===== config.mk =====
export PLATFORM = sky130hd
export DESIGN_NAME = pe_operand_mux
export DESIGN_NICKNAME = d
export VERILOG_FILES = /design/src/rtl/pe_operand_mux.sv
export SDC_FILE = /design/constraint.sdc
export NUM_CORES = 1
export LEC_CHECK = 0
export CORE_UTILIZATION = 35
export CTS_CLUSTER_SIZE = 28
export DETAILED_ROUTE_END_ITERATION = 7
export PLACE_DENSITY = 0.67
export SKIP_LAST_GASP = 1
export SYNTH_ARGS = -nofsm -noshare
export SYNTH_HDL_FRONTEND = slang
export SYNTH_SLANG_ARGS = --single-unit
export TNS_END_PERCENT = 10

===== constraint.sdc =====
create_clock -name clk -period 8 [get_ports clk]
set_clock_uncertainty 0.15 [all_clocks]
set_input_delay 2 -clock clk [delete_from_list [all_inputs] [get_ports clk]]
set_output_delay 2 -clock clk [all_outputs]
set_load 0.02 [all_outputs]

===== src/rtl/pe_operand_mux.sv =====
`default_nettype none
// ============================================================================
// Module      : pe_operand_mux
// Description : Operand selector for a processing element. Picks one of
//               NUM_IN flattened input channels by sel and hands it to a
//               valid/ready downstream through a 2-entry skid buffer.
//               Out-of-range selections produce an all-zero operand and
//               raise a sticky sel_err flag.
// Ports       : clk, rst           - clock, asynchronous active-high reset
//               in_data/sel        - channels (k at [k*WIDTH +: WIDTH]), index
//               in_valid/in_ready  - upstream handshake
//               out_data/out_valid - registered operand, downstream valid
//               out_ready          - downstream accepts the beat
//               clr_err/sel_err    - clear / sticky out-of-range flag
//               out_count          - wrapping count of output transfers
// Revision    : 1.0 - initial release
// ============================================================================
module pe_operand_mux #(
    parameter int WIDTH  = 32,
    parameter int NUM_IN = 3,
    parameter int SEL_W  = 2
) (
    input  logic                    clk,
    input  logic                    rst,
    input  logic [NUM_IN*WIDTH-1:0] in_data,
    input  logic [SEL_W-1:0]        sel,
    input  logic                    in_valid,
    output logic                    in_ready,
    output logic [WIDTH-1:0]        out_data,
    output logic                    out_valid,
    input  logic                    out_ready,
    input  logic                    clr_err,
    output logic                    sel_err,
    output logic [15:0]             out_count
);

    localparam logic [1:0] c_EMPTY = 2'd0;
    localparam logic [1:0] c_HALF  = 2'd1;
    localparam logic [1:0] c_FULL  = 2'd2;

    logic [1:0]       r_state;
    logic [WIDTH-1:0] r_main;
    logic [WIDTH-1:0] r_skid;
    logic             r_out_valid;
    logic             r_in_ready;
    logic             r_sel_err;
    logic [15:0]      r_out_count;

    logic [WIDTH-1:0] w_chan [NUM_IN];
    logic [WIDTH-1:0] w_new;
    logic             w_sel_ok;
    logic             w_in_xfer;
    logic             w_out_xfer;

    generate
        for (genvar k = 0; k < NUM_IN; k++) begin : g_chan
            assign w_chan[k] = in_data[k*WIDTH +: WIDTH];
        end
    endgenerate

    assign w_sel_ok = (32'(sel) < 32'(NUM_IN));

    // Scan rather than index so an out-of-range sel simply falls through
    // to the all-zero default.
    always_comb begin
        w_new = '0;
        for (int k = 0; k < NUM_IN; k++) begin
            if (32'(sel) == 32'(k)) begin
                w_new = w_chan[k];
            end
        end
    end

    assign w_in_xfer  = in_valid && r_in_ready;
    assign w_out_xfer = r_out_valid && out_ready;

    // in_ready and out_valid are registered alongside the state, so
    // out_ready never reaches in_ready combinationally.
    always_ff @(posedge clk or posedge rst) begin
        if (rst) begin
            r_state     <= c_EMPTY;
            r_main      <= '0;
            r_skid      <= '0;
            r_out_valid <= 1'b0;
            r_in_ready  <= 1'b0;
            r_sel_err   <= 1'b0;
            r_out_count <= '0;
        end else begin
            case (r_state)
                c_EMPTY: begin
                    // Also covers the first edge after reset, where
                    // in_ready is still low and nothing is accepted.
                    r_in_ready <= 1'b1;
                    if (w_in_xfer) begin
                        r_main      <= w_new;
                        r_out_valid <= 1'b1;
                        r_state     <= c_HALF;
                    end
                end
                c_HALF: begin
                    if (w_in_xfer && w_out_xfer) begin
                        r_main <= w_new;
                    end else if (w_in_xfer) begin
                        r_skid     <= w_new;
                        r_in_ready <= 1'b0;
                        r_state    <= c_FULL;
                    end else if (w_out_xfer) begin
                        r_out_valid <= 1'b0;
                        r_state     <= c_EMPTY;
                    end
                end
                c_FULL: begin
                    if (w_out_xfer) begin
                        r_main     <= r_skid;
                        r_in_ready <= 1'b1;
                        r_state    <= c_HALF;
                    end
                end
                default: begin
                    r_out_valid <= 1'b0;
                    r_in_ready  <= 1'b0;
                    r_state     <= c_EMPTY;
                end
            endcase

            // Set wins over a coincident clear.
            if (w_in_xfer && !w_sel_ok) begin
                r_sel_err <= 1'b1;
            end else if (clr_err) begin
                r_sel_err <= 1'b0;
            end

            if (w_out_xfer) begin
                r_out_count <= r_out_count + 16'd1;
            end
        end
    end

    assign in_ready  = r_in_ready;
    assign out_data  = r_main;
    assign out_valid = r_out_valid;
    assign sel_err   = r_sel_err;
    assign out_count = r_out_count;

endmodule
`default_nettype wire


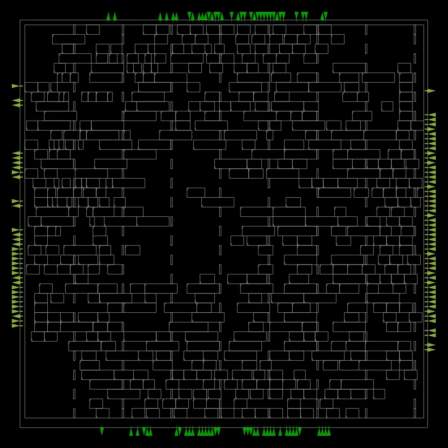
*Cell outlines without signal wires, run 1*
# Taps: 172
FFs & Latches: 85
FILL cells: 1130
Finished Layout Cells: 656

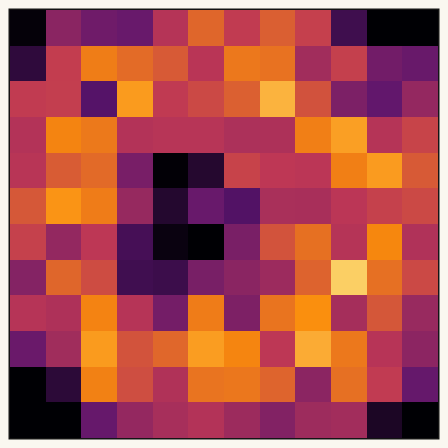
*Local utilization, run 1*
12 x 12 tiles, from black (low) to pale yellow (high), 0 to 100% covered.
mean over tiles: 47%
fullest tile: 90%
emptiest ninth of the die: centre
nearly empty tiles: 6.2%
tiles over 75% full: 6.9%

==> Changelog: implementation, run 1 <==
### Changed

* Reg area at 0.00213 mm²
* Fmax at 241 MHz
* Reg2reg end: r_skid[1]
* Top cell area share at 0.471
* Cell Chain, Critical Path: clkdlybuf4s50_1, buf_4, nor2b_4, o2bb2ai_1, mux2_2, mux2_4
* Yosys warning total at 0
* Total power draw at 976 µW
* Largest net degree at the start of global routing at 86
* Antenna-violating nets left at 0
* Logic power comb at 98.3 µW
* Seq cells post-synth at 85
* Core Area at 0.0126 mm²
* Vias in the first global route at 3488
* Max VDD drop at 83.4 µV
* Status: finished, final reports clean
* Seq pwr at 430 µW
* Logic area at 0.00223 mm²
* Antenna violations before repair at 0
* Chip area at 0.0134 mm²
* Gr ovfl total at 0
* CTS tree: yes
* Simple Share, Synth at 0.0446
* Synth area leader: dfrtp_1
* Arrival time worst endpoint at 4.27 ns
* Mux area share at 0.335
* IO buf count at 153
* Layout cell share with drive strength beyond 1 at 0.256
* Root Buffer Master: clkbuf_16
* Sequential share of power at 0.441
* Placed cells at 640
* Clock buf/inv share at 0.0503
* Syn_nets at 437
* Comb area leader: multiplexers
* WHS Path Cells at 1
* Crit-path max FO at 34
* Tool Warnings at 26
* Final slew viol count at 0
* I/O pins at 154
* # Post-CTS Setup Buffers at 0
* Hold path start: out_count[15]
* Die outline width at 116 µm
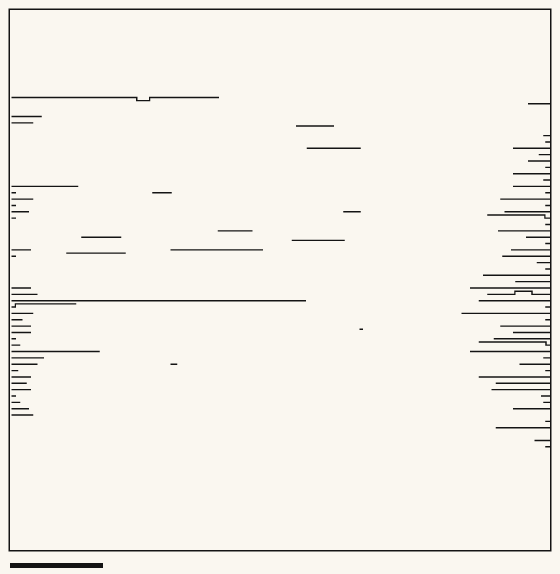
*Signal wires on met3, run 1*
The bar under the picture is 20 µm long.
share of all routed wire: 6.1%
wire length on this layer: 659 µm
DR vias: 3228
met3 Track Usage GR: 0.0356
final wirelength: 10800 µm

==> run 1: synthesized netlist by cell type (all sizes together) <==
master,n
and3,5
dfrtp,85
nand2,11
o21ba,1
mux2,96
nor4,1
ha,1
and3b,1
inv,3
o21ai,2
o21a,1
nand2b,1
nor2,3
clkbuf,6
mux2i,32
nand4,4
nor3,1
nand3b,1
nand3,8
o22ai,1
and2,1
a22oi,1
xor2,4
o2bb2ai,32
buf,16
a21oi,1
nor2b,1
xnor2,11
o21bai,2
==> run 1: state kept, by name, indices dropped and copies added (netlist names) <==
signal,cells
out_data,32
r_skid,32
out_count,16
r_state,2
in_ready,1
out_valid,1
sel_err,1
==> run 1: worst max-delay path by stage <==
stage              endpoint  cells past startpoint    from
3_3_place_gp   out_data[27]                      6  sel[1]
6_report       out_data[27]                      6  sel[1]
2_1_floorplan      in_ready                      1     rst
4_1_cts        out_data[27]                      6  sel[1]
3_5_place_dp   out_data[27]                      6  sel[1]
5_1_grt        out_data[27]                      6  sel[1]
==> run 1: worst reg2reg max path, delay by kind of cell, from the launching register on <==
kind,cells,cell delay [ns]
flip-flops,1,0.44
multiplexers,1,0.58
AND/OR/NAND/NOR,2,1.08
==> run 1: routing by layer <==
metal	vias to the layer above	share of wire	track usage	wire length [µm]
met5	-	0	0	0
met4	0	0.0097	0.0513	104
met3	8	0.061	0.0356	658
met2	95	0.47	0.283	5090
met1	1603	0.46	0.215	4900
li1	1522	-	-	-
==> run 1: through the flow <==
step / instance area, µm² / hold slack, ns / utilization
floorplan: 4520 / 0.325 / -
global placement: 6140 / 0.314 / 0.486
detailed placement: 6140 / 0.318 / 0.486
CTS: 6460 / 0.329 / 0.512
global route: 6460 / 0.341 / 0.512
finish: 6460 / 0.324 / 0.512
--- run 2 (diff from run 1) ---
==> constraint.sdc (replaced) <==
create_clock -name clk -period 4.1 [get_ports clk]
set_clock_uncertainty 0.15 [all_clocks]
set_input_delay 1.025 -clock clk [delete_from_list [all_inputs] [get_ports clk]]
set_output_delay 1.025 -clock clk [all_outputs]
set_load 0.02 [all_outputs]
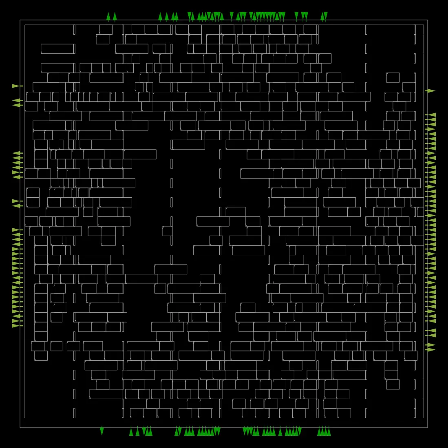
*Cell outlines without signal wires, run 2*
Core Area: 0.0126 mm²
FILL cells: 1142

==> Changelog: implementation, run 2 <==
### Changed

* Die outline width at 116 µm (unchanged)
* Status: finished, final reports clean (unchanged)
* Logic power comb at 191 µW (was 98.3 µW)
* Gr ovfl total at 0 (unchanged)
* Most frequent cells after synthesis: 85 x dfrtp_1, 66 x mux2_2, 32 x mux2i_1, 32 x o2bb2ai_1, 30 x mux2_4 (unchanged)
* Met1 Usage GRT at 0.193 (was 0.215)
* Final wirelength at 10200 µm (was 10800 µm)
* Final slew viol count at 0 (unchanged)
* Crit-path max FO at 33 (was 34)
* Flip-flops with a built-in enable at 0 (unchanged)
* Post-Route M1 WL at 4450 µm (was 4900 µm)
* Launch point of the worst path: in_valid (was sel[1])
* Chip area at 0.0134 mm² (unchanged)
* Met3 Track Usage GR at 0.0502 (was 0.0356)
* GRT met2 Usage at 0.270 (was 0.283)
* Tool Warnings at 26 (unchanged)
* Yosys warning total at 0 (unchanged)
* Placed cells at 641 (was 640)
* Top Usage Layer GRT: met2 (unchanged)
* Comb area leader: multiplexers (unchanged)
* Async S/R FF share, synth at 1.00 (unchanged)
* CTS tree: yes (unchanged)
* DR WL met2 at 4880 µm (was 5090 µm)
* Root Buffer Master: clkbuf_16 (unchanged)
* Arrival time worst endpoint at 3.06 ns (was 4.27 ns)
* IO buf count at 153 (unchanged)
* Hold path start: out_count[15] (unchanged)
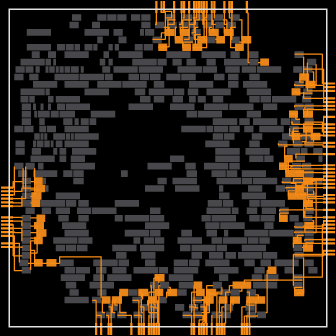
*I/O nets highlighted, run 2*
legend:
  orange:
    port: in_data
    bits: 96
    direction: input
    edge: 35 east, 28 south, 19 north, 14 west
    end_cells: 64
    buffers: 96
    wire: 1620 µm

run 2: cell types whose count changed in the layout (fill, tap and decap cells not counted), sizes merged:
cell | previous run | this run
bufinv | 2 | 0
clkinvlp | 1 | 3
inv | 2 | 4
buf | 5 | 6
clkbuf | 10 | 9
clkinv | 4 | 3
run 2: layout make-up:
| type | instances | area, µm² | share of cell area |
|---|---|---|---|
| Clock inverter | 7 | 50.0 | 0.00778 |
| Clock buffer | 9 | 225 | 0.0350 |
| Tap cell | 172 | 215 | 0.0334 |
| Inverter | 3 | 12.5 | 0.00194 |
| Sequential cell | 85 | 2130 | 0.331 |
| Multi-Input combinational cell | 223 | 2230 | 0.346 |
| Timing Repair Buffer | 158 | 1580 | 0.245 |
run 2: worst max-delay path, stage by stage:
cell and delay, ns:
clkdlybuf4s50_1 0.51, and3b_4 0.25, nand3_2 0.68, mux2_2 0.56
run 2: cells by family after synthesis:
kind of cell	after synthesis
xor+xnor	15
fa+ha+maj	1
flops	85
compound gates	41
buf+inv	25
simple gates	38
mux	128
run 2: worst max-delay path by stage:
| stage | to | slack [ns] | cells after the start |
|---|---|---|---|
| floorplan | in_ready | 0.73 | 1 |
| global placement | out_data[22] | 0.77 | 6 |
| detailed placement | r_skid[24] | 0.71 | 4 |
| CTS | r_skid[27] | 1.07 | 4 |
| global route | r_skid[27] | 0.92 | 4 |
| finish | r_skid[16] | 1.11 | 4 |
run 2: through the flow:
stage | area [µm²] | hold slack [ns] | power, mW
3_5_place_dp | 6160 | 0.328 | 1.05
6_report | 6430 | 0.336 | 1.78
2_1_floorplan | 4520 | 0.325 | 0.930
5_1_grt | 6430 | 0.354 | 1.86
3_3_place_gp | 6160 | 0.313 | 1.05
4_1_cts | 6430 | 0.341 | 1.81
No activity file was given, so power comes from the tool's default toggle rates.
